### src/rtl/ysyx_23060236_ifu_pkg.sv
// Shared widths, reset vector, FSM encoding and fetch-queue entry layout for the IFU.
package ysyx_23060236_ifu_pkg;

    localparam int unsigned DATA_LEN = 32;
    localparam logic [DATA_LEN-1:0] RESET_PC = 32'h3000_0000;
    localparam int unsigned FQ_DEPTH = 2;
    localparam int unsigned FQ_PTR_W = (FQ_DEPTH > 1) ? $clog2(FQ_DEPTH) : 1;
    localparam int unsigned FQ_CNT_W = $clog2(FQ_DEPTH + 1);

    typedef enum logic [2:0] {
        S_IDLE    = 3'd0,
        S_AR      = 3'd1,
        S_AR_KILL = 3'd2,
        S_R       = 3'd3,
        S_R_KILL  = 3'd4
    } ifu_state_e;

    typedef struct packed {
        logic [DATA_LEN-1:0] inst;
        logic [DATA_LEN-1:0] pc;
        logic [DATA_LEN-1:0] pred;
    } fq_entry_t;

endpackage

### src/rtl/ysyx_23060236_fetch_fifo.sv
// Small power-of-two fetch queue between the bus FSM and decode; flush empties it at once.
module ysyx_23060236_fetch_fifo
    import ysyx_23060236_ifu_pkg::*;
(
    input  logic                clock,
    input  logic                reset,
    input  logic                i_push,
    input  logic                i_pop,
    input  logic                i_flush,
    input  fq_entry_t           i_din,
    output fq_entry_t           o_dout,
    output logic [FQ_CNT_W-1:0] o_count
);

    fq_entry_t           r_mem [FQ_DEPTH];
    logic [FQ_PTR_W-1:0] r_rd;
    logic [FQ_PTR_W-1:0] r_wr;
    logic [FQ_CNT_W-1:0] r_count;

    // Flush wins over any same-cycle push or pop; pointers wrap naturally.
    always_ff @(posedge clock) begin
        if (!reset || i_flush) begin
            r_rd    <= '0;
            r_wr    <= '0;
            r_count <= '0;
        end else begin
            if (i_push) begin
                r_mem[r_wr] <= i_din;
                r_wr        <= r_wr + 1'b1;
            end
            if (i_pop) begin
                r_rd <= r_rd + 1'b1;
            end
            case ({i_push, i_pop})
                2'b10:   r_count <= r_count + 1'b1;
                2'b01:   r_count <= r_count - 1'b1;
                default: r_count <= r_count;
            endcase
        end
    end

    assign o_dout  = r_mem[r_rd];
    assign o_count = r_count;

endmodule

### src/rtl/ysyx_23060236_ifu.sv
// Instruction fetch unit: one outstanding bus read, BTB-steered PC, redirect-aware kill states.
module ysyx_23060236_ifu
    import ysyx_23060236_ifu_pkg::*;
(
    input  logic                clock,
    input  logic                reset,
    output logic [DATA_LEN-1:0] btb_araddr,
    input  logic [DATA_LEN-1:0] btb_rdata,
    output logic [DATA_LEN-1:0] ifu_araddr,
    output logic                ifu_arvalid,
    input  logic                ifu_arready,
    input  logic [DATA_LEN-1:0] ifu_rdata,
    input  logic                ifu_rvalid,
    output logic                ifu_rready,
    output logic                out_valid,
    input  logic                out_ready,
    output logic [DATA_LEN-1:0] out_inst,
    output logic [DATA_LEN-1:0] out_pc,
    output logic [DATA_LEN-1:0] out_pred_pc,
    input  logic                redirect_valid,
    input  logic [DATA_LEN-1:0] redirect_pc
);

    ifu_state_e          r_state;
    logic [DATA_LEN-1:0] r_pc;
    logic [DATA_LEN-1:0] r_req_pc;
    logic [DATA_LEN-1:0] r_req_pred;
    logic                r_arvalid;
    logic                r_rready;

    logic                w_push;
    logic                w_pop;
    logic [FQ_CNT_W-1:0] w_count;
    fq_entry_t           w_push_entry;
    fq_entry_t           w_head;

    assign btb_araddr  = r_pc;
    assign ifu_araddr  = r_req_pc;
    assign ifu_arvalid = r_arvalid;
    assign ifu_rready  = r_rready;

    assign w_push       = (r_state == S_R) && ifu_rvalid && !redirect_valid;
    assign w_pop        = out_valid && out_ready;
    assign w_push_entry = '{inst: ifu_rdata, pc: r_req_pc, pred: r_req_pred};

    assign out_valid   = (w_count != '0);
    assign out_inst    = w_head.inst;
    assign out_pc      = w_head.pc;
    assign out_pred_pc = w_head.pred;

    // Bus FSM; a redirect arriving mid-transaction diverts to a kill state that drains the response.
    always_ff @(posedge clock) begin
        if (!reset) begin
            r_state    <= S_IDLE;
            r_pc       <= RESET_PC;
            r_req_pc   <= '0;
            r_req_pred <= '0;
            r_arvalid  <= 1'b0;
            r_rready   <= 1'b0;
        end else begin
            case (r_state)
                S_IDLE: begin
                    if (!redirect_valid && (w_count < FQ_CNT_W'(FQ_DEPTH))) begin
                        r_state    <= S_AR;
                        r_req_pc   <= r_pc;
                        r_req_pred <= btb_rdata;
                        r_arvalid  <= 1'b1;
                    end
                end
                S_AR: begin
                    if (ifu_arready) begin
                        r_state   <= redirect_valid ? S_R_KILL : S_R;
                        r_pc      <= r_req_pred;
                        r_arvalid <= 1'b0;
                        r_rready  <= 1'b1;
                    end else if (redirect_valid) begin
                        r_state <= S_AR_KILL;
                    end
                end
                S_AR_KILL: begin
                    if (ifu_arready) begin
                        r_state   <= S_R_KILL;
                        r_arvalid <= 1'b0;
                        r_rready  <= 1'b1;
                    end
                end
                S_R: begin
                    if (ifu_rvalid) begin
                        r_state  <= S_IDLE;
                        r_rready <= 1'b0;
                    end else if (redirect_valid) begin
                        r_state <= S_R_KILL;
                    end
                end
                S_R_KILL: begin
                    if (ifu_rvalid) begin
                        r_state  <= S_IDLE;
                        r_rready <= 1'b0;
                    end
                end
                default: begin
                    r_state   <= S_IDLE;
                    r_arvalid <= 1'b0;
                    r_rready  <= 1'b0;
                end
            endcase
            // Later assignment overrides the predicted-PC advance above.
            if (redirect_valid) begin
                r_pc <= redirect_pc;
            end
        end
    end

    ysyx_23060236_fetch_fifo u_fetch_fifo (
        .clock   (clock),
        .reset   (reset),
        .i_push  (w_push),
        .i_pop   (w_pop),
        .i_flush (redirect_valid),
        .i_din   (w_push_entry),
        .o_dout  (w_head),
        .o_count (w_count)
    );

endmodule

### config.mk
export PLATFORM = sky130hd
export DESIGN_NAME = ysyx_23060236_ifu
export DESIGN_NICKNAME = d
export VERILOG_FILES = /design/src/rtl/ysyx_23060236_ifu_pkg.sv /design/src/rtl/ysyx_23060236_fetch_fifo.sv /design/src/rtl/ysyx_23060236_ifu.sv
export SDC_FILE = /design/constraint.sdc
export NUM_CORES = 1
export LEC_CHECK = 0
export ABC_CLOCK_PERIOD_IN_PS = 13900
export CAP_MARGIN = 0
export CORE_MARGIN = 2
export CORE_UTILIZATION = 50
export DETAILED_ROUTE_END_ITERATION = 16
export GPL_TIMING_DRIVEN = 1
export PLACE_DENSITY = 0.8
export SYNTH_ARGS = -nofsm -noshare
export SYNTH_HDL_FRONTEND = slang
export SYNTH_SLANG_ARGS = --single-unit
### constraint.sdc
create_clock -name clock -period 13.9 [get_ports clock]
set_clock_uncertainty 0.05 [all_clocks]
set_input_delay 2.78 -clock clock [delete_from_list [all_inputs] [get_ports clock]]
set_output_delay 2.78 -clock clock [all_outputs]
set_load 0.01 [all_outputs]
==> ci_impl_report.md, run 1 <==
## Implementation flow summary

| Metric | Value |
|---|---|
| Final hold slack | 0.425 ns |
| Total clock sinks | 298 |
| Core box area | 22,500 um2 |
| Hold_sp | ifu_araddr[27] |
| P_comb | 0.000137 W |
| H-tree levels | 1 |
| Crit. End Element | output pin |
| Layout cells sized above 1 | 0.157 |
| Critical setup path kind | reg -> out |
| Fillers | 1,633 |
| Crit-path slowest cell | buf_4 |
| Final-layout clock buffer total | 41 |
| Sequential group power | 0.000983 W |
| Yosys chip area | 11,400 um2 |
| Avg Vias per Cell | 5.54 |
| Detailed Place HPWL | around 18 mm |
| FF+latch area | ~8000 um2 |
| Vias | 7,537 |
| Die X | around 150 um |
| Chip height | 155 um |
| Seq/Total Area, Yosys | 0.693 |
| Cell Area, Placed | ~14,000 um2 |
| DP Cell Count | 1,303 |
| Worst R2R Path Depth | 5 |
| Hold buffer count at cts | 0 |
| Worst-path clk slew | 0.06 ns |
| Late-Pin Clk Latency | 0.53 ns |
| Setup slack, reg-to-reg | 10.88 ns |
| Crit-path leading delay family | buffers and inverters |
| Largest net degree at the start of global routing | 72 |
| Setup total negative slack | 0 ns |
| Synth area leaders | edfxtp_1, dfxtp_1, mux2_2, a21oi_1, nand3_1 |
| Status | completed |
| Post-DRT Antenna Nets | 0 |
| GPL Wtd Cong | 0.827 |
| Top Consumer | sequential cells |
| Leading cell category by total area | flip-flops and latches |
| Largest fanout on the critical path | 60 |
| Final Power | ~0.0019 W |
| CTS buffer count | 29 |
| HP Class | reg -> reg |
| Count of non-CTS inverters in the layout | 5 |
| Post-CTS sizing | 0 |
| Max incr delay on CP | 0.75 ns |
| Repair and plain buffers | roughly 280 |
| Synth async-reset ratio | 0 |
| Initial antenna violation count | 5 |
| Combinational share of cell area | 0.205 |
| Clock share of power | 0.408 |
## run 1: registers in the layout, indices dropped and copies added, names as in the netlist, named ones only
| register | count |
|---|---|
| u_fetch_fifo.o_count | 2 |
| r_state | 3 |
| u_fetch_fifo.r_wr | 1 |
| r_req_pred | 32 |
| ifu_arvalid | 1 |
| ifu_araddr | 32 |
| u_fetch_fifo.r_rd | 1 |
| u_fetch_fifo.r_mem | 192 |
| ifu_rready | 1 |
| btb_araddr | 32 |
## run 1: per-layer routing
layer,global-route usage,share of wire
met2,0.361,0.48
met1,0.296,0.42
met4,0.0988,0.042
met5,0,0
met3,0.0364,0.063
## run 1: cell usage after synthesis (2+ instances only)
cell type and instances:
a21oi_1 98, buf_12 3, buf_2 25, buf_6 10, clkbuf_1 21, clkbuf_2 5
dfxtp_1 106, edfxtp_1 192, inv_1 2, inv_2 3, mux2_2 96, mux2i_1 32
nand2_1 2, nand3_1 65, nor2_1 8, nor3_1 5, nor4_1 2, o21a_1 2
o21ai_0 38, o21ai_1 60, or3_1 3, xnor2_1 3
## run 1: kinds of logic (layout without fill, tap and decap cells)
logic type      count (synthesis)  in the layout  synth area share
other cells                     0              5                 0
xor+xnor                        4              4           0.00308
simple gates                   97             97            0.0453
fa+ha+maj                       2              2           0.00198
compound gates                209            209            0.0962
flops                         298            298             0.693
buf+inv                        69            333            0.0370
mux                           128            128             0.123
## run 1: cells in the final DEF (no fill, tap or decap), drive strengths merged, types with 11 or more instances in the layout
master	instances
edfxtp	192
clkdlybuf4s50	264
mux2i	32
buf	11
dfxtp	106
mux2	96
nand3	65
a21oi	98
o21ai	98
clkbuf	41
## run 1: worst register-to-register path: stages (launching register included)
cell	delay, ns
dfxtp_1	0.66
and2_1	0.28
nand3_1	0.18
nor3_2	0.16
buf_4	0.54
buf_4	0.73
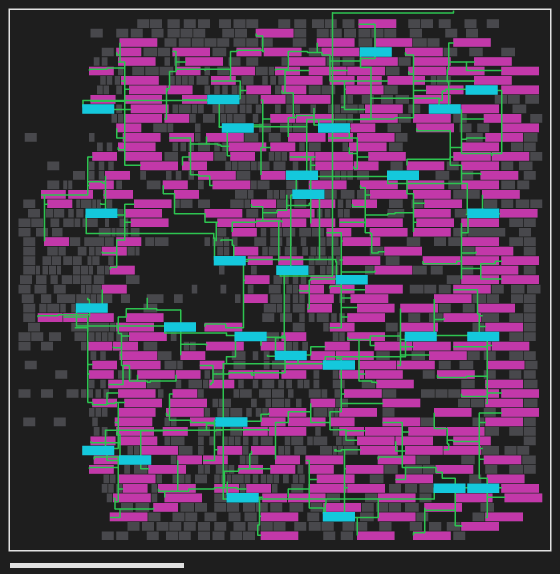
*Clock wires, drivers and flops, run 1*
The bar under the picture is 50 um long.
flip-flops -> magenta  # count 298
clock-net drivers -> cyan  # count 29
clock wires -> green  # length 3,060 um
flops lie = all over the die

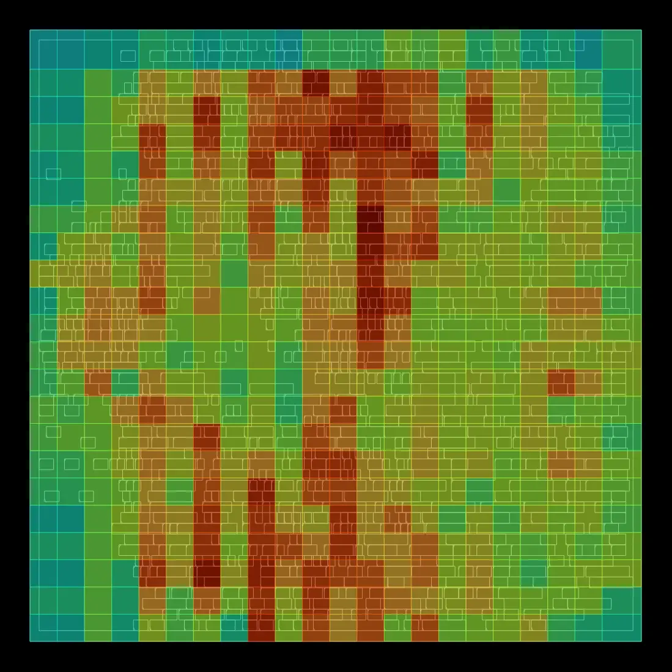
*Routing congestion, run 1*
Layout Utilization: 0.669
Tot GR Track Use: 0.222
M2 GR Usage: 0.361
grt met3 use: 0.0364
drt wl/cell: 20.4 um

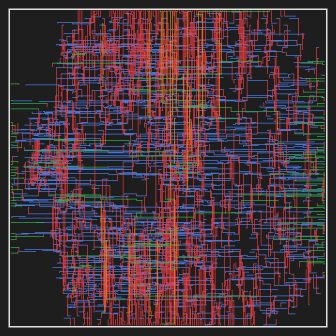
*Routed metal, one color a layer, run 1*
M3 -> green  # wire length 1,750 um
M1 -> blue  # wire length 11,600 um
M2 -> red  # wire length 13,200 um
M4 -> orange  # wire length 1,160 um

## Run 2: what changed since run 1
- ABC_CLOCK_PERIOD_IN_PS: 13900 -> 5000
- CORE_UTILIZATION: 50 -> 45
- PLACE_DENSITY: 0.8 -> 0.76
- clock period: 13.9 -> 5 ns (I/O delays scaled with it)
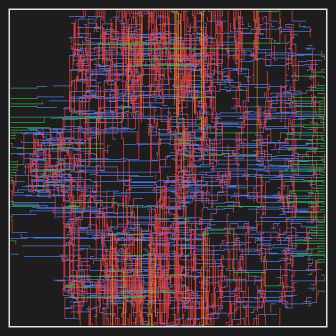
*Routed metal, one color a layer, run 2*
M3 -> green  # wire length 1,820 um
M1 -> blue  # wire length 11,700 um
M2 -> red  # wire length 13,500 um
M4 -> orange  # wire length 1,030 um

==> ci_impl_report.md, run 2 <==
## Implementation flow summary

| Metric | Value |
|---|---|
| Status | completed |
| Tot GR Track Use | 0.202 |
| Seq/Total Area, Yosys | 0.693 |
| Met2 Wirelength | 13.5 mm |
| GPL Wtd Cong | 0.854 |
| Largest fanout on the critical path | 57 |
| Post-DRT Antenna Nets | 0 |
| Worst-path clk slew | 0.06 ns |
| Drt wl/cell | between 15 and 20 um |
| Detailed Place HPWL | 18.0 mm |
| Most frequent cells in the layout | clkdlybuf4s50_1, edfxtp_1, dfxtp_1 |
| Initial antenna violation count | 2 |
| XOR Share, Synth | 0.00308 |
| Yosys aoi share | 0.0962 |
| Total clock sinks | 298 |
| CTS buffer count | 29 |
| HP Class | reg -> reg |
| Avg Vias per Cell | 5.37 |
| Die X | approximately 160 um |
| Max Used Layer | met4 |
| Chip height | 163 um |
| Largest net degree at the start of global routing | roughly 70 |
| Synth mux share | 0.123 |
| Simple Share, Synth | 0.0453 |
| Crit-path leading delay family | buffers and inverters |
| Synth area leaders | edfxtp_1, dfxtp_1, mux2_2, a21oi_1, nand3_1 |
| Commonest Layout Cell | clkdlybuf4s50_1 |
| Final Power | roughly 0.005 W |
| Crit-path slowest cell | dfxtp_4 |
| Main logic family after synthesis | multiplexers |
| Top Consumer | sequential cells |
| Sequential group power | 0.00273 W |
| Crit. End Element | output pin |
| Met3 wire len | 1.82 mm |
| Vias | roughly 7,500 |
| Adder share | 0.00198 |
| Max incr delay on CP | 0.74 ns |
| Clock share of power | 0.384 |
| H-tree levels | 1 |
[run 2: cell counts after synthesis]
No cell type changed its count.
[run 2: final cells by class]
cell class,instances,area (um2)
Antenna cell,2,5.00
Sequential cell,298,7890
Inverter,5,18.8
Clock buffer,43,788
Clock inverter,10,45.0
Multi-Input combinational cell,440,3100
Tap cell,330,413
Fill cell,1975,10000
Timing Repair Buffer,277,2780
[run 2: metrics by stage]
| step | hold WS (ns) | setup slack, ns | std cells |
|---|---|---|---|
| after CTS | 0.430 | 1.32 | 1403 |
| after detailed placement | 0.412 | 1.49 | 1350 |
| after floorplan | 0.391 | -0.859 | 807 |
| after global routing | 0.451 | 1.24 | 1405 |
| final | 0.428 | 1.35 | 1405 |
| after global placement | 0.405 | 1.52 | 1350 |
[run 2: worst paths after layout]
| kind | from | endpoint | slack, ns | depth (start not counted) |
|---|---|---|---|---|
| max reg2reg | r_state[0] | u_fetch_fifo.r_mem[0][77] | 2.43 | 4 |
| min reg2reg | ifu_araddr[27] | u_fetch_fifo.r_mem[0][59] | 0.43 | 0 |
| min | ifu_araddr[27] | u_fetch_fifo.r_mem[0][59] | 0.43 | 0 |
| max | register | out_pred_pc[0] | 1.35 | 3 |
[run 2: cell families (layout without fill, tap and decap cells)]
family	count (synthesis)	in the layout
buffers and inverters	69	335
and+or+nand+nor	97	97
DFF	298	298
muxes	128	128
xor gates and xnor gates	4	4
adders and majority gates	2	2
other	0	2
AOI/OAI and AO/OA	209	209
[run 2: worst register-to-register path, stage by stage (launching register included)]
cell and delay (ns):
dfxtp_1 0.69, and2_1 0.28, nand3_1 0.23, nor3_4 0.21, buf_4 0.63
[run 2: metal layers]
layer / vias up / GRT usage
met4: 0 / 0.0788
met3: 59 / 0.0351
li1: 3531 / -
met1: 3680 / 0.265
met2: 270 / 0.335
met5: - / 0
## Run 3: what changed since run 2
- ABC_CLOCK_PERIOD_IN_PS: 5000 -> 3800
- CORE_UTILIZATION: 45 -> 50
- PLACE_DENSITY: 0.76 -> 0.8
- clock period: 5 -> 3.8 ns (I/O delays scaled with it)
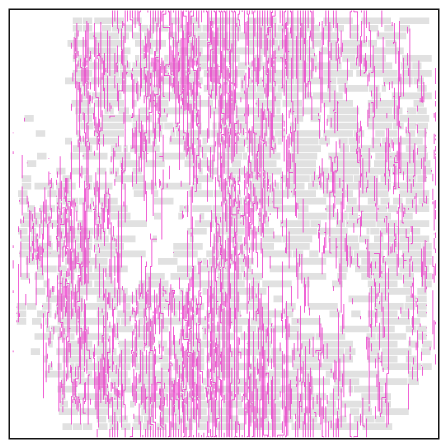
*Signal wires on met2, run 3*
Cells faint in the background.
nets with wire on the layer = 997
longest straight run = 88.2 um
wire length on this layer = 13,900 um

==> ci_impl_report.md, run 3 <==
## Implementation flow summary

| Metric | Value |
|---|---|
| Status | completed |
| DRC | 0 |
| Worst-path clk slew | 0.06 ns |
| Critical setup path kind | reg -> out |
| Main logic family after synthesis | multiplexers |
| Final Power | between 0.007 and 0.008 W |
| Detailed Place HPWL | 18.3 mm |
| Largest reg by FF count | u_fetch_fifo.r_mem |
| Worst-Margin Slew | between 0.9 and 1 ns |
| Critical R2R Capture | ifu_araddr[1] |
| Crit-path leading delay family | buffers and inverters |
| Vias | 7,688 |
| Hold depth | 0 |
| Pre-CTS WS | between 0.7 and 0.8 ns |
| Drt wl/cell | a little over 20 um |
| CTS buffer count | 30 |
| Yosys aoi share | 0.0962 |
| Post-CTS sizing | 0 |
| Most frequent cells after synthesis | edfxtp_1, dfxtp_1, a21oi_1, mux2_2, nand3_1 |
| Most frequent cells in the layout | clkdlybuf4s50_1, edfxtp_1, dfxtp_1 |
| HP Class | reg -> reg |
| Adder share | 0.00198 |
| Final WS setup | 0.578 ns |
| FF-to-FF Start | r_state[1] |
| Commonest Layout Cell | clkdlybuf4s50_1 |
| Total clock sinks | around 300 |
| Core box area | 22,500 um2 |
| Crit. End Element | output pin |
| Fillers | 1,612 |
| Chip height | 155 um |
| Simple Share, Synth | 0.0453 |
| Setup total negative slack | 0 ns |
| Synth async-reset ratio | 0 |
| Avg Vias per Cell | 5.62 |
| Initial antenna violation count | 2 |
| Late-Pin Clk Latency | 0.54 ns |
| Max incr delay on CP | 0.63 ns |
| Number of enable flip-flop cells | 192 |
| Yosys chip area | 11,400 um2 |
| Worst vdd ir | 376 uV |
| Largest fanout on the critical path | 29 |
| Synth mux share | 0.123 |
| Synth Net Count | 910 |
| Hold_sp | ifu_araddr[18] |
| Leakage | 4.91 nW |
| Max reg flops | around 190 |
| Worst EP arrival | 2.41 ns |
| Setup slack, reg-to-reg | between 1 and 1.5 ns |
| Top-count cell post-synth | edfxtp_1 |
| Hold EP | u_fetch_fifo.r_mem[0][50] |
| Hold buffer count at cts | 0 |
| Worst R2R Path Depth | 4 |
| XOR Share, Synth | 0.00308 |
| Crit-path slowest cell | dfxtp_4 |
| Largest net degree at the start of global routing | 72 |
| Post-DRT Antenna Nets | 0 |
| Die X | 155 um |
| Layout cells sized above 1 | 0.164 |
| H-tree levels | 1 |
| Biggest area consumer among synthesized cells | edfxtp_1 |
| Synth area leaders | edfxtp_1, dfxtp_1, mux2_2, a21oi_1, nand3_1 |
| Tot GR Track Use | 0.226 |
| GPL Wtd Cong | around 0.81 |
[run 3: power by group]
part	internal [W]	switching (W)
Sequential	0.00351	0.0000804
Combinational	0.000252	0.000257
Clock	0.00178	0.00118
[run 3: cell type report]
type / instances / area [um2] / share of cell area
clock inverters: 9 / 97.6 / 0.00641
inverters: 5 / 18.8 / 0.00123
clock buffers: 47 / 916 / 0.0601
multi-input cells: 440 / 3120 / 0.205
repair buffers: 281 / 2820 / 0.185
diodes: 2 / 5.00 / 0.000329
flip-flops and latches: 298 / 7890 / 0.518
well taps: 285 / 357 / 0.0234
[run 3: worst max path at each step]
stage	startpoint	endpoint	slack, ns	cells after the start
CTS	register	out_pc[5]	0.54	3
floorplan	ifu_rvalid	u_fetch_fifo.r_mem[0][0]	-0.20	4
global route	register	out_pc[5]	0.48	3
detailed placement	redirect_valid	u_fetch_fifo.r_mem[0][94]	0.77	5
global placement	redirect_valid	u_fetch_fifo.r_mem[0][93]	0.80	5
finish	register	out_pc[5]	0.58	3
[run 3: logic make-up (layout without fill, tap and decap cells)]
family | Yosys count | in the layout
adder cells (fa/ha/maj) | 2 | 2
flip-flops | 298 | 298
AND-OR/OR-AND | 209 | 209
XOR/XNOR | 4 | 4
multiplexers | 128 | 128
buffers and inverters | 69 | 342
other | 0 | 2
AND/OR/NAND/NOR | 97 | 97
[run 3: layer usage]
layer	up-vias	track usage	wire length [um]
li1	3566	-	-
met3	58	0.0359	1780
met5	-	0	0
met2	311	0.380	13900
met4	0	0.0811	922
met1	3753	0.301	11600
[run 3: metrics by stage]
stage,utilization,hold slack (ns),cell area [um2],instances
detailed placement,0.631,0.412,14200,1309
floorplan,-,0.391,11400,807
CTS,0.677,0.428,15200,1365
finish,0.677,0.430,15200,1367
global route,0.677,0.454,15200,1367
global placement,0.631,0.404,14200,1309
Power and IR drop assume default switching activity.
